**Signal wires by layer**

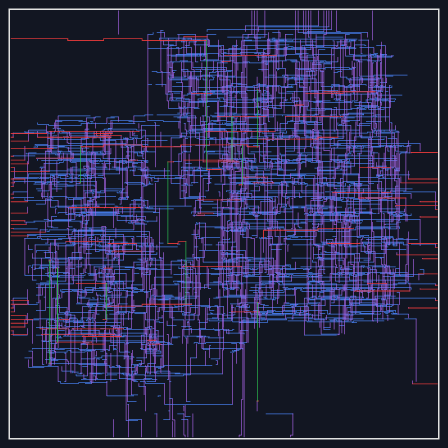
**Where the registers sit**

Other sequential cells in the stronger gray, the rest of the logic in the fainter gray.
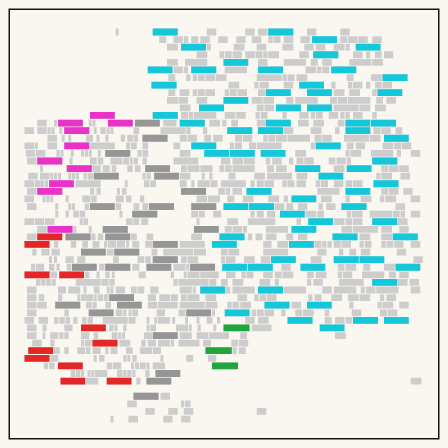
**Clock nets**

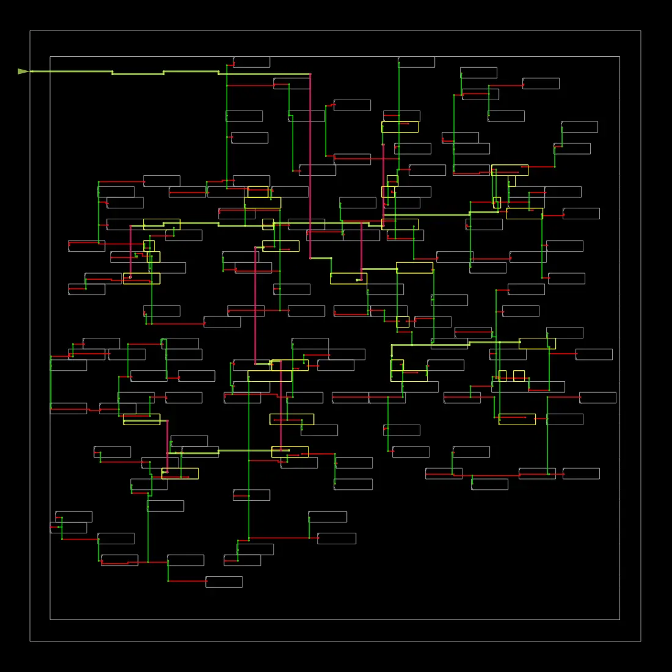
**Pin map**

Pins as bars across the die edge, other pins in gray.
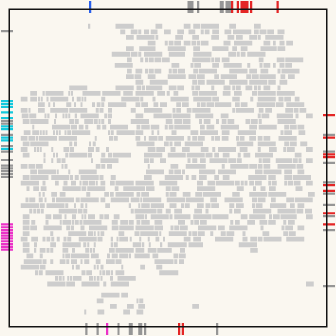
**Logic cells by family**

Scale bar: 50 microns.
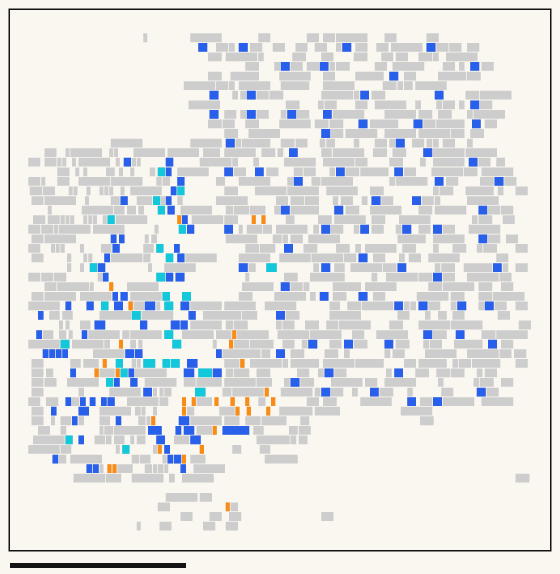
[config.mk]
export PLATFORM = sky130hd
export DESIGN_NAME = bram_stream_reader
export DESIGN_NICKNAME = d
export VERILOG_FILES = /design/src/rtl/bram_pkg.sv /design/src/rtl/sync_fifo.sv /design/src/rtl/bram_stream_reader.sv
export SDC_FILE = /design/constraint.sdc
export NUM_CORES = 1
export LEC_CHECK = 0
export CAP_MARGIN = 20
export CORE_MARGIN = 5
export CORE_UTILIZATION = 40
export CTS_CLUSTER_SIZE = 30
export DETAILED_ROUTE_END_ITERATION = 10
export PLACE_DENSITY_LB_ADDON = 0.3
export SETUP_SLACK_MARGIN = 0.05
export SYNTH_ARGS = -nofsm -noshare
export SYNTH_HDL_FRONTEND = slang
export SYNTH_HIERARCHICAL = 1
export SYNTH_SLANG_ARGS = --single-unit
[constraint.sdc]
create_clock -name clk -period 5.7 [get_ports clk]
set_input_delay 1.14 -clock clk [delete_from_list [all_inputs] [get_ports clk]]
set_output_delay 1.14 -clock clk [all_outputs]
set_load 0.05 [all_outputs]
[src/rtl/bram_pkg.sv]
// Shared definitions for the BRAM stream reader.
// Width helper, BRAM latency options and FSM encoding.
package bram_pkg;

  localparam int LAT_HIGH_PERFORMANCE = 2;
  localparam int LAT_LOW_LATENCY      = 1;

  typedef enum logic [1:0] {
    IDLE,
    READ,
    DRAIN,
    DONE
  } state_t;

  function automatic int clogb2(input int value);
    int v;
    clogb2 = 0;
    v = value;
    while (v > 0) begin
      clogb2++;
      v = v >> 1;
    end
  endfunction

endpackage

[src/rtl/sync_fifo.sv]
// Register-based synchronous FIFO.
// Head word is visible on dout with no read latency.
module sync_fifo #(
  parameter int WIDTH = 8,
  parameter int DEPTH = 4,
  localparam int PW = (DEPTH > 1) ? $clog2(DEPTH) : 1,
  localparam int CW = $clog2(DEPTH + 1)
) (
  input  logic             clk,
  input  logic             rst_n,
  input  logic             wr_en,
  input  logic [WIDTH-1:0] din,
  input  logic             rd_en,
  output logic [WIDTH-1:0] dout,
  output logic [CW-1:0]    count,
  output logic             empty,
  output logic             full
);

  logic [WIDTH-1:0] mem [DEPTH];
  logic [PW-1:0]    wp;
  logic [PW-1:0]    rp;
  logic             wr;
  logic             rd;

  function automatic logic [PW-1:0] inc(
    input logic [PW-1:0] p
  );
    return (p == PW'(DEPTH - 1)) ? '0 : p + 1'b1;
  endfunction

  assign wr    = wr_en && !full;
  assign rd    = rd_en && !empty;
  assign dout  = mem[rp];
  assign empty = (count == '0);
  assign full  = (count == CW'(DEPTH));

  // Storage, pointers and occupancy.
  always_ff @(posedge clk or negedge rst_n) begin
    if (!rst_n) begin
      for (int i = 0; i < DEPTH; i++) begin
        mem[i] <= '0;
      end
      wp    <= '0;
      rp    <= '0;
      count <= '0;
    end else begin
      if (wr) begin
        mem[wp] <= din;
        wp      <= inc(wp);
      end
      if (rd) begin
        rp <= inc(rp);
      end
      count <= count + CW'(wr) - CW'(rd);
    end
  end

endmodule

[src/rtl/bram_stream_reader.sv]
// Block reader for a no-change BRAM feeding a valid/ready stream.
// Reads are only issued when a FIFO slot is reserved for the result.
module bram_stream_reader
  import bram_pkg::*;
#(
  parameter int RAM_WIDTH    = 18,
  parameter int RAM_DEPTH    = 1024,
  parameter int READ_LATENCY = LAT_HIGH_PERFORMANCE,
  parameter int FIFO_DEPTH   = 4,
  localparam int AW = clogb2(RAM_DEPTH - 1)
) (
  input  logic                 clk,
  input  logic                 rst_n,
  input  logic                 start,
  input  logic [AW-1:0]        base_addr,
  input  logic [AW:0]          length,
  output logic                 busy,
  output logic                 done,
  output logic                 ram_ena,
  output logic                 ram_wea,
  output logic                 ram_rsta,
  output logic                 ram_regcea,
  output logic [AW-1:0]        ram_addr,
  input  logic [RAM_WIDTH-1:0] ram_dout,
  output logic [RAM_WIDTH-1:0] m_data,
  output logic                 m_valid,
  output logic                 m_last,
  input  logic                 m_ready
);

  localparam int CW = $clog2(FIFO_DEPTH + 1);

  state_t                  state;
  logic [AW-1:0]           addr;
  logic [AW:0]             remaining;
  logic [AW:0]             out_left;
  logic [AW:0]             len_sat;
  logic [READ_LATENCY-1:0] tag;
  logic [CW-1:0]           fifo_count;
  logic                    fifo_empty;
  logic                    fifo_full;
  logic                    fifo_wr;
  logic                    pop;
  logic                    issue;
  logic [7:0]              pending;

  assign ram_wea    = 1'b0;
  assign ram_rsta   = 1'b0;
  assign ram_regcea = busy;

  assign m_valid = !fifo_empty;
  assign pop     = m_valid && m_ready;
  assign m_last  = m_valid && (out_left == (AW+1)'(1));
  assign fifo_wr = tag[READ_LATENCY-1] && !fifo_full;

  // Clamp the requested block to one full pass of the BRAM.
  always_comb begin
    len_sat = length;
    if (length > (AW+1)'(RAM_DEPTH)) begin
      len_sat = (AW+1)'(RAM_DEPTH);
    end
  end

  // Words owed to the FIFO; a beat leaving this cycle frees a slot.
  always_comb begin
    pending = 8'(ram_ena) + 8'(fifo_count);
    for (int i = 0; i < READ_LATENCY; i++) begin
      pending = pending + 8'(tag[i]);
    end
    issue = (state == READ) &&
            ((pending - 8'(pop)) < 8'(FIFO_DEPTH));
  end

  // Control FSM, read issue and tag pipeline.
  always_ff @(posedge clk or negedge rst_n) begin
    if (!rst_n) begin
      state     <= IDLE;
      busy      <= 1'b0;
      done      <= 1'b0;
      ram_ena   <= 1'b0;
      ram_addr  <= '0;
      addr      <= '0;
      remaining <= '0;
      out_left  <= '0;
      tag       <= '0;
    end else begin
      done    <= 1'b0;
      ram_ena <= issue;
      tag[0]  <= ram_ena;
      for (int i = 1; i < READ_LATENCY; i++) begin
        tag[i] <= tag[i-1];
      end
      if (issue) begin
        ram_addr  <= addr;
        remaining <= remaining - 1'b1;
        if (addr == AW'(RAM_DEPTH - 1)) begin
          addr <= '0;
        end else begin
          addr <= addr + 1'b1;
        end
      end
      if (pop) begin
        out_left <= out_left - 1'b1;
      end
      unique case (state)
        IDLE: begin
          if (start) begin
            if (len_sat == '0) begin
              state <= DONE;
              done  <= 1'b1;
            end else begin
              state     <= READ;
              busy      <= 1'b1;
              addr      <= base_addr;
              remaining <= len_sat;
              out_left  <= len_sat;
            end
          end
        end
        READ: begin
          if (issue && remaining == (AW+1)'(1)) begin
            state <= DRAIN;
          end
        end
        DRAIN: begin
          if (pop && out_left == (AW+1)'(1)) begin
            state <= DONE;
            done  <= 1'b1;
            busy  <= 1'b0;
          end
        end
        DONE: begin
          state <= IDLE;
        end
        default: begin
          state <= IDLE;
        end
      endcase
    end
  end

  sync_fifo #(
    .WIDTH (RAM_WIDTH),
    .DEPTH (FIFO_DEPTH)
  ) u_fifo (
    .clk   (clk),
    .rst_n (rst_n),
    .wr_en (fifo_wr),
    .din   (ram_dout),
    .rd_en (pop),
    .dout  (m_data),
    .count (fifo_count),
    .empty (fifo_empty),
    .full  (fifo_full)
  );

endmodule
==> results_dict.tcl <==
# flow metrics
set metrics [dict create \
    worstPathArrival_ps 5090 \
    drive_gt1_share_pct 16.7 \
    ff_type "dfrtp_1" \
    synth_top_cell_by_count "dfrtp_1" \
    synth_seq_share_pct 38.9 \
    crit_top_cell "ha_1" \
    topCombFamilyByArea "simple AND/OR/NAND/NOR gates" \
    grt_pass1_vias 6387 \
    drt_iter0_drc 508 \
    grt_use_met2_pct 26.9 \
    startpoint "m_ready" \
    synth_cells 809 \
    root_buffer "clkbuf_16" \
    grt_pass1_wl_microns 34900 \
    area.growth.synth_to_final_pct 18.0 \
    vdd_drop_max_uv 346 \
    clock-skew-final_ps 8.47 \
    cts_tree "done" \
    place_ws_ps 402 \
    crit_family "buffers and inverters" \
    warnings 37 \
    layout.cells.non_filler 1119 \
    syn_area_sq_mm 0.00823 \
    yosys-stat-area_sq_mm 0.00823 \
    core_sq_mm 0.0202 \
    maxCapViolCount 0 \
    final_layout_top_logic_cells "125 x dfrtp_1, 82 x nand3_1, 77 x o211ai_1, 75 x clkdlybuf4s50_1, 74 x nand4bb_1" \
    nets 904 \
    cp.depth 12 \
    top_usage_layer "met2" \
    power_w 0.00559 \
    cp_max_fo 31 \
    regToRegStartpoint "u_fifo/count[1]$_DFF_PN0_" \
    slowest_delay_ps 800 \
    post-route-period-util_pct 84.5 \
    hp-class "register to register" \
    xor_area_share_pct 1.38 \
    ys.flops 128 \
    grt_start_max_net_pins 102 \
    synth_warnings 6 \
    syn_avg_cell_area_sq_um 10.2 \
    firstDrtPassIters 5 \
    ys_sh_aoi_pct 21.5 \
    status "completed" \
    ys_cells 809 \
    lay_top_count "dfrtp_1" \
    synth.distinct_cells 54 \
    antenna_found_initial 0 \
    tightestPinTransition_ps 1130 \
    finalWorstSetupSlack_ps 886 \
    cts_setup_buffers 0 \
    rows 52 \
    top_layer_used "met4" \
    power_density_mw_per_mm2 576 \
    synth.area.top_cells "dfrtp_1 39%, nand4bb_1 10%, a21bo_2 7.8%" \
    cts-buffers-inserted 17 \
    worstRegToRegCells 12 \
    setup.worst_path.start_class "input pin" \
    regArea_sq_mm 0.00321 \
    wire_per_inst_microns 18.8 \
    endpoint_kind "register" \
    ctsHoldBuffers 0 \
    dp_cells 1087 \
    gr-usage-met3_pct 3.39 \
    ys_sh_simple_pct 23.2 \
    die-area_sq_mm 0.0235 \
    min_to "tag[1]$_DFF_PN0_" \
    synthAdderAreaFrac_pct 3.83 \
    hold_viol 0 \
    post-synth-top-area-fraction_pct 38.9 \
    clockBufferDepth 2 \
    p_leak_nw 3.54 \
    edf_count 0 \
    fp_util_pct 40.7 \
    htreeDepth 4 \
    grtUsageMet1_pct 26.6 \
    reg2reg_to "addr[1]$_DFF_PN0_" \
    slew_violations 0 \
    wl_met3_microns 1110 \
    gr-total-overflow 0 \
    ys_sh_mux_pct 5.20 \
    cp_cell_sequence "clkdlybuf4s50_1 > nor2b_1 > ha_1 > fa_1 > inv_1 > ha_1 > and3b_1 > o211ai_1 > a221o_1 > clkinv_1 > nand3b_1 > a31oi_1" \
    viasPerCell 5.91 \
    wl_met2_microns 9600 \
    regMostFlops "u_fifo/mem" \
    reg_top3 "u_fifo/mem x72, out_left x11, remaining x11" \
    wl_met1_microns 10000 \
    hp-start "tag[0]$_DFF_PN0_" \
    place_congestion 0.793 \
    io_pins 79 \
    crit_path_top_delay_cell "a221o_1" \
    cp-endpoint "addr[1]$_DFF_PN0_" \
    drc_errors 0 \
    crit_type "input pin to register" \
    largest_reg_flops 72 \
    dp_hpwl_microns 12200 \
    fin_crit_ps 4810 \
    setup_violations 0 \
    logic_area_sq_mm 0.00455 \
    vias 6614 \
    fin_tns_setup_ps 0 \
    fillerInstances 1850 \
    grt_usage_pct 17.9 \
    fmax_mhz 208 \
    async_reset_ff_share_pct 100 \
    worstPathRequired_ps 5980 \
    wl_microns 21000 \
    critPathBufInv 3 \
    yosys-top-cells-count "128 x dfrtp_1, 82 x nand3_1, 77 x o211ai_1, 74 x nand4bb_1, 64 x a21bo_2" \
    reg2reg_slack_ps 1260 \
    worstHoldPathCells 0 \
    relSlewSlack_pct 24.4 \
    yosysTopAreaCell "dfrtp_1" \
    cts_resized 0 \
    rsz0062_at_grt "no" \
    ant_nets 0 \
    path_clk_slew_ps 60 \
    antenna_cells 0 \
]
Back to the opening pictures, 'signal wires by layer':
legend:
  green:
    layer: metal 4
    wire_length: 273 microns
  purple:
    layer: metal 2
    wire_length: 9600 microns
  blue:
    layer: metal 1
    wire_length: 10000 microns
  red:
    layer: metal 3
    wire_length: 1110 microns

Back to the opening pictures, 'where the registers sit':
legend:
  magenta:
    signal: ram_addr
    flops: 10
  cyan:
    signal: u_fifo/mem
    flops: 72
  green:
    signal: u_fifo/count
    flops: 3
  red:
    signal: out_left
    flops: 11
    where: lower left
not colored: 32
Sequential Power: 0.00167 W
Post-Route Utilization: 48.0%

Back to the opening pictures, 'clock nets':
CLK BUF: 18
latest clock arrival within the worst-skew pair: 430 ps
clock-net power: 0.00108 W

Back to the opening pictures, 'pin map':
legend:
  red:
    port: ram_dout
    pins: 18
    direction: input
    edge: 8 right, 8 top, 2 bottom
  cyan:
    port: ram_addr
    pins: 10
    direction: output
    edge: left
  blue:
    port: ram_wea
    pins: 1
    direction: output
    edge: top
  magenta:
    port: length
    pins: 11
    direction: input
    edge: 10 left, 1 bottom
die width: 153 microns
die height: 153 microns
port bufs: 76

Back to the opening pictures, 'logic cells by family':
legend:
  cyan:
    family: and/or cells
    cells: 29
    where: middle left
  orange:
    family: inv cells
    cells: 31
  blue:
    family: aoi and oai cells
    cells: 148

[cell type report]
| cell class | instances | share of cell area (%) |
|---|---|---|
| multi-input cells | 567 | 46.9 |
| flip-flops and latches | 128 | 33.0 |
| repair buffers | 92 | 9.42 |
| clock buffers | 18 | 4.52 |
| well taps | 270 | 3.48 |
| clock inverters | 13 | 1.44 |
| inverters | 31 | 1.20 |
[through the flow]
stage / hold WS, ps / cell area (sq um)
2_1_floorplan: 354 / 8230
3_3_place_gp: 385 / 9080
3_5_place_dp: 391 / 9110
4_1_cts: 397 / 9690
5_1_grt: 408 / 9710
6_report: 400 / 9710
[power by group]
group	switching [W]	internal [W]	total, W
combinational	0.00158	0.00127	0.00284
sequential	0.000366	0.00130	0.00167
clock	0.000427	0.000652	0.00108
total	0.00237	0.00322	0.00559
No activity file was given, so power comes from the tool's default toggle rates.
